--- src/rtl/gpc_pkg.sv ---
// Shared constants for the GPC compressor layer and its downstream adders.
package gpc_pkg;

  localparam int GPC_OUT_W = 3;
  localparam int GPC_MAX   = 7;

  // Ceiling log2, constant-foldable for parameter derivation.
  function automatic int clog2(input int n);
    int r;
    r = 0;
    for (int i = 0; i < 31; i++) begin
      if ((1 << i) < n) r = i + 1;
    end
    return r;
  endfunction

endpackage

--- src/rtl/gpc_row_adder.sv ---
// Combinational reduction of NUM_GPC 3-bit GPC counts into one exact beat sum.
module gpc_row_adder
  import gpc_pkg::*;
#(
  parameter int NUM_GPC = 8,
  parameter int BEAT_W  = 6
) (
  input  logic [GPC_OUT_W*NUM_GPC-1:0] in_data,
  output logic [BEAT_W-1:0]            sum
);

  localparam int LEVELS = clog2(NUM_GPC);
  localparam int PAD    = 1 << LEVELS;

  logic [BEAT_W-1:0] node [PAD];

  // Leaves padded to a power of two, then summed pairwise in place level by level.
  always_comb begin
    for (int i = 0; i < PAD; i++) node[i] = '0;
    for (int i = 0; i < NUM_GPC; i++) begin
      node[i] = BEAT_W'(in_data[GPC_OUT_W*i +: GPC_OUT_W]);
    end
    for (int lvl = 0; lvl < LEVELS; lvl++) begin
      for (int i = 0; i < (PAD >> (lvl + 1)); i++) begin
        node[i] = node[2*i] + node[2*i+1];
      end
    end
    sum = node[0];
  end

endmodule

--- src/rtl/gpc_sum_accum.sv ---
// Accumulates per-beat GPC count sums over a frame and emits a saturating frame total.
module gpc_sum_accum
  import gpc_pkg::*;
#(
  parameter int NUM_GPC = 8,
  parameter int ACC_W   = 16
) (
  input  logic                         clk,
  input  logic                         rst_n,
  input  logic                         in_valid,
  output logic                         in_ready,
  input  logic [GPC_OUT_W*NUM_GPC-1:0] in_data,
  input  logic                         in_last,
  output logic                         out_valid,
  input  logic                         out_ready,
  output logic [ACC_W-1:0]             out_sum,
  output logic                         out_overflow
);

  localparam int BEAT_W = clog2(GPC_MAX*NUM_GPC + 1);
  localparam logic [ACC_W-1:0] ACC_MAX = '1;

  logic              s1_valid_q, s1_valid_d;
  logic              s1_last_q, s1_last_d;
  logic [BEAT_W-1:0] s1_sum_q, s1_sum_d;
  logic [ACC_W-1:0]  acc_q, acc_d;
  logic              acc_ovf_q, acc_ovf_d;
  logic              out_valid_q, out_valid_d;
  logic [ACC_W-1:0]  out_sum_q, out_sum_d;
  logic              out_overflow_q, out_overflow_d;

  logic [BEAT_W-1:0] beat_sum;
  logic              en;
  logic [ACC_W:0]    t;
  logic              sat;
  logic [ACC_W-1:0]  r;

  gpc_row_adder #(.NUM_GPC(NUM_GPC), .BEAT_W(BEAT_W)) u_row_adder (
    .in_data (in_data),
    .sum     (beat_sum)
  );

  // Handshake: a transfer happens on a rising edge where valid && ready; the whole
  // pipeline advances only when the output slot is empty or being drained (en), so
  // in_ready is simply en and nothing moves while the consumer stalls.
  always_comb begin
    en  = !out_valid_q || out_ready;
    t   = {1'b0, acc_q} + (ACC_W+1)'(s1_sum_q);
    sat = t[ACC_W] || acc_ovf_q;
    r   = sat ? ACC_MAX : t[ACC_W-1:0];

    s1_valid_d     = s1_valid_q;
    s1_last_d      = s1_last_q;
    s1_sum_d       = s1_sum_q;
    acc_d          = acc_q;
    acc_ovf_d      = acc_ovf_q;
    out_valid_d    = out_valid_q;
    out_sum_d      = out_sum_q;
    out_overflow_d = out_overflow_q;

    if (en) begin
      s1_valid_d  = in_valid;
      out_valid_d = s1_valid_q && s1_last_q;
      if (in_valid) begin
        s1_sum_d  = beat_sum;
        s1_last_d = in_last;
      end
      if (s1_valid_q) begin
        if (s1_last_q) begin
          out_sum_d      = r;
          out_overflow_d = sat;
          acc_d          = '0;
          acc_ovf_d      = 1'b0;
        end else begin
          acc_d     = r;
          acc_ovf_d = sat;
        end
      end
    end
  end

  always_ff @(posedge clk or negedge rst_n) begin
    if (!rst_n) begin
      s1_valid_q     <= 1'b0;
      s1_last_q      <= 1'b0;
      s1_sum_q       <= '0;
      acc_q          <= '0;
      acc_ovf_q      <= 1'b0;
      out_valid_q    <= 1'b0;
      out_sum_q      <= '0;
      out_overflow_q <= 1'b0;
    end else begin
      s1_valid_q     <= s1_valid_d;
      s1_last_q      <= s1_last_d;
      s1_sum_q       <= s1_sum_d;
      acc_q          <= acc_d;
      acc_ovf_q      <= acc_ovf_d;
      out_valid_q    <= out_valid_d;
      out_sum_q      <= out_sum_d;
      out_overflow_q <= out_overflow_d;
    end
  end

  assign in_ready     = en;
  assign out_valid    = out_valid_q;
  assign out_sum      = out_sum_q;
  assign out_overflow = out_overflow_q;

endmodule

--- config.mk ---
export PLATFORM = sky130hd
export DESIGN_NAME = gpc_sum_accum
export DESIGN_NICKNAME = d
export VERILOG_FILES = /design/src/rtl/gpc_pkg.sv /design/src/rtl/gpc_row_adder.sv /design/src/rtl/gpc_sum_accum.sv
export SDC_FILE = /design/constraint.sdc
export NUM_CORES = 1
export LEC_CHECK = 0
export CAP_MARGIN = 40
export CORE_MARGIN = 2
export CORE_UTILIZATION = 53
export CTS_CLUSTER_SIZE = 20
export DETAILED_ROUTE_END_ITERATION = 7
export GPL_ROUTABILITY_DRIVEN = 0
export PLACE_DENSITY = 0.92
export SYNTH_ARGS = -nofsm -noshare
export SYNTH_HDL_FRONTEND = slang
export SYNTH_HIERARCHICAL = 1
export SYNTH_SLANG_ARGS = --single-unit
--- constraint.sdc ---
create_clock -name clk -period 2.85 [get_ports clk]
set_input_delay 0.4275 -clock clk [delete_from_list [all_inputs] [get_ports clk]]
set_output_delay 0.4275 -clock clk [all_outputs]
set_load 0.05 [all_outputs]
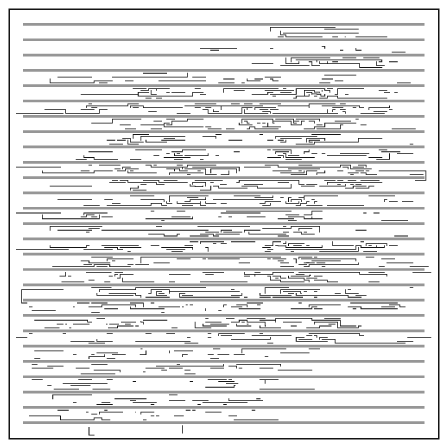
**Above:** run 1 (M1 wires).
Supply wires on this layer in gray.
wire length on this layer: 2,390 um
share of all routed wire: 41%
met1 usage: 27.57%
Routed WL: 5822 um

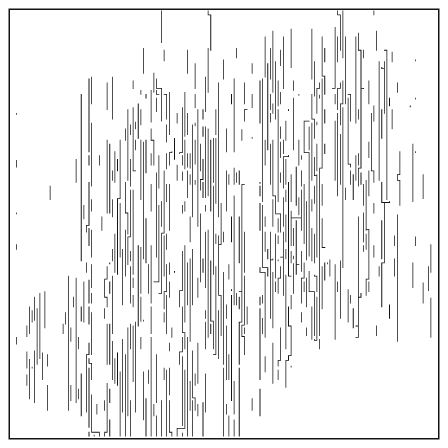
**Above:** run 1 (metal 2).
share of all routed wire: 52%
wire length on this layer: 3,040 um
main direction: vertical
longest straight run: 29.7 um
GR Layer Usage met2: 38.30%
via count: 2,134

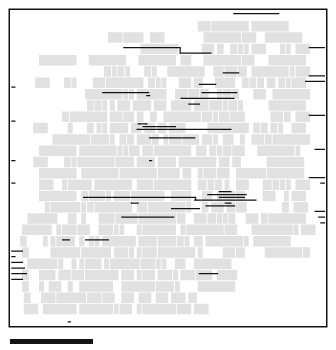
**Above:** run 1 (metal 3).
Bar = 20 um.
longest straight run: 26.9 um
wire length on this layer: 264 um
M3 GR Usage: 3.910%

==> impl_metrics.yaml, run 1 <==
# physical design summary
final_timing:
  tightest_slew_ns: 0.6425
  finalClockSkew_ns: 0.003981
  hold_viol: 0
  setup_slack_ns: -0.6073
  setup_violations: 4
  maxSlewHeadroom_pct: 57.06
  finalCritPeriodShare_pct: 121.3
  slew_viol_final: 0
  grt_setup_unrepaired: "true"
synthesis:
  synth-edff-count: 0
  synthAoiAreaFrac_pct: 16.39
  synthFlopType: "dfrtp_1"
  synth_area_per_cell_um2: 10.10
  ys_cells: 272
  synth-simple-area-share_pct: 12.07
  synth.area.top_cells: "dfrtp_1 39%, fa_1 13%, ha_1 5.5%"
  netlist_top_cells_count: "43 x dfrtp_1, 30 x inv_1, 25 x nor2_1, 20 x nand2_1, 19 x o21ai_0"
  yosys_area_um2: 2748
  synth_xor_xnor_area_share_pct: 4.781
  ys_seq_share_pct: 39.16
  ys_sh_adder_pct: 18.58
  top_area_share_pct: 39.16
  yosys_warnings: 6
  netlist_instances: 272
worst_setup_path:
  r2r_cells: 8
  r2r_end: "acc_q[14]"
  worstSetupStartpointType: "input port"
  r2r_start: "s1_sum_q[0]"
  cp_top_family: "adder cells"
  startpoint: "in_data[8]"
  critical_path_arrival_ns: 3.65
  slowest_delay_ns: 0.56
  crit_slowest_cell: "fa_1"
  cp-end-kind: "flip-flop"
  required_ns: 3.04
  worstPathBufferInverterCount: 5
  crit_path_cell_trace: "buf_6 -> fa_1 -> inv_2 -> fa_1 -> fa_2 -> fa_1 -> inv_2 -> ha_4 -> inv_2 -> fa_2 -> inv_2 -> mux2_4"
  cp_num_cells: 12
layout:
  synthToLayoutAreaGrowth_pct: 24.95
  sh_seq_area_pct: 31.34
  final_nets: 379
  area.sequential_um2: 1076
  n_all_buffers: 53
  drive_gt1_share_pct: 17.76
  fin_cells: 391
  logic_area_um2: 1577
  clock_area_share_pct: 2.369
pwr:
  p_comb_mw: 2.10
  vdd_drop_max_mv: 0.6625
  fin_total_pwr_mw: 3.454
  p_comb_share_pct: 60.9
  power_density_nw_per_um2: 1006
  swShare_pct: 46.10
  pg_seq_mw: 0.972
  p_seq_share_pct: 28.1
  p_int_mw: 1.862
  leakagePower_nw: 1.549
  clock_power_share_pct: 10.9
grt:
  grt_remaining_overflow: 0
  grt_pass1_vias: 2288
  grtUsageTotal_pct: 22.22
place:
  place_hpwl_um: 4295
  place_ws_ns: -1.286
status:
  status: "finished with violations"
  violations: "negative setup slack"
drt:
  drc: 0
  highest_layer: "met4"
  vias_per_cell: 5.458
  post_drt_wl_per_cell_um: 14.89
  wl_met3_um: 264
  wl_met2_um: 3039
floorplan:
  core_um2: 5042
  taps: 70
  fp_util_pct: 54.49
  die_x_um: 76
  die_area_um2: 5776
clock_tree:
  clock_path_buffers: 2
  postCtsHoldBufs: 0
  post_cts_buffers: 2
  cts.sinks: 43
  clock-root-buffer: "clkbuf_8"
  numCtsBuffers: 5
  cts_tree: "done"
flow_run:
  drv_cap: 0
  tool_warnings: 29
**Run 1: the clock network**

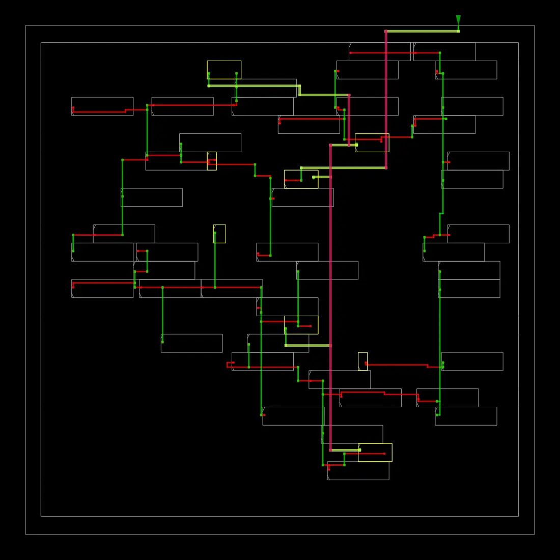

==> inputs of run 2 (changes only) <==
Settings changed: CORE_MARGIN 2 to 4, CORE_UTILIZATION 53 to 25, PLACE_DENSITY 0.92 to 0.56, SKIP_CTS_REPAIR_TIMING set to 1.
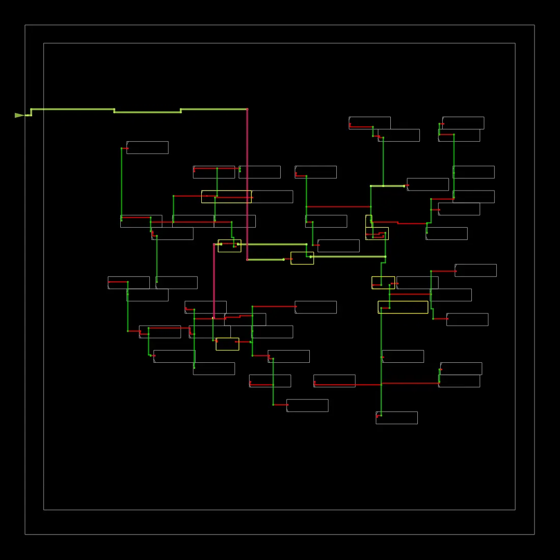
**Above:** run 2 (the clock network).
flop count: 43
CTS Buf Count: 5

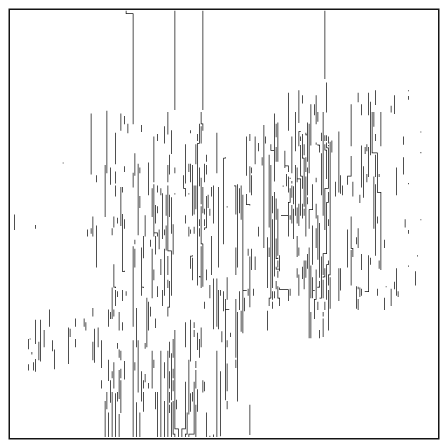
**Above:** run 2 (metal 2).
share of all routed wire: 50%
longest straight run: 37.4 um
nets with wire on the layer: 317
wire length on this layer: 3,050 um
main direction: vertical
GR Layer Usage met2: 17.10%
via count: 2,072
Routed WL: 6070 um

==> run 2 against run 1 <==
  * The flow still finishes with violations (negative setup slack)
  * Cell count increased by 18%
  * Highest routed layer unchanged
  * Clock-buffer cell count decreased by 1
  * First-iteration DRC count decreased by 56%
  * Core utilization decreased by 35 points
  * Wire length increased by 4.3%
  * Register-to-register slack improved by 0.07 ns
  * Design area increased by 4.2%
==> impl_metrics.yaml, run 2 <==
# physical design summary
status:
  status: "finished with violations"
  violations: "negative setup slack"
synthesis:
  synth_area_per_cell_um2: 10.10
  synth.area.top_cells: "dfrtp_1 39%, fa_1 13%, ha_1 5.5%"
  yosys_warnings: 6
  ys_cells: 272
  ys_sh_adder_pct: 18.58
  netlist_instances: 272
  netlist_top_cells_count: "43 x dfrtp_1, 30 x inv_1, 25 x nor2_1, 20 x nand2_1, 19 x o21ai_0"
  synth-edff-count: 0
  synthFlopType: "dfrtp_1"
worst_setup_path:
  crit_path_cell_trace: "buf_6 -> fa_1 -> inv_2 -> fa_1 -> fa_1 -> fa_1 -> inv_2 -> ha_4 -> inv_2 -> fa_2 -> inv_2 -> mux2_2"
  r2r_end: "out_sum[8]"
  cp_top_family: "adder cells"
  r2r_start: "s1_sum_q[0]"
  crit_slowest_cell: "fa_1"
  worstPathBufferInverterCount: 5
  required_ns: 3.04
  critical_path_arrival_ns: 3.58
  cp-end-kind: "flip-flop"
  cp_num_cells: 12
layout:
  n_all_buffers: 52
  sh_seq_area_pct: 30.09
  area.sequential_um2: 1076
  synthToLayoutAreaGrowth_pct: 30.15
  drive_gt1_share_pct: 15.31
  fin_cells: 460
  logic_area_um2: 1543
clock_tree:
  cts_tree: "done"
  cts.sinks: 43
  clock-root-buffer: "clkbuf_8"
  clock_path_buffers: 2
floorplan:
  die_area_um2: 12730
  core_um2: 10790
  die_x_um: 112.8
  fp_util_pct: 25.46
  taps: 140
pwr:
  clock_power_share_pct: 16.3
  p_comb_share_pct: 56.0
  p_comb_mw: 1.95
  leakagePower_nw: 1.667
  p_int_mw: 1.954
  power_density_nw_per_um2: 973.1
  pg_seq_mw: 0.966
  p_seq_share_pct: 27.8
final_timing:
  slew_viol_final: 0
  finalClockSkew_ns: 0.008765
  setup_violations: 4
  setup_slack_ns: -0.5435
  hold_viol: 0
  finalCritPeriodShare_pct: 119.1
  maxSlewHeadroom_pct: 53.63
  tightest_slew_ns: 0.6938
flow_run:
  drv_cap: 0
grt:
  grtUsageMet3_pct: 2.406
  grtUsageTotal_pct: 9.980
  grt_pass1_vias: 2136
  grt_remaining_overflow: 0
drt:
  wl_met2_um: 3050
  vias_per_cell: 4.504
  wl_met3_um: 264
place:
  place_ws_ns: -1.240
  place_hpwl_um: 4569
No activity file was given, so power comes from the tool's default toggle rates.
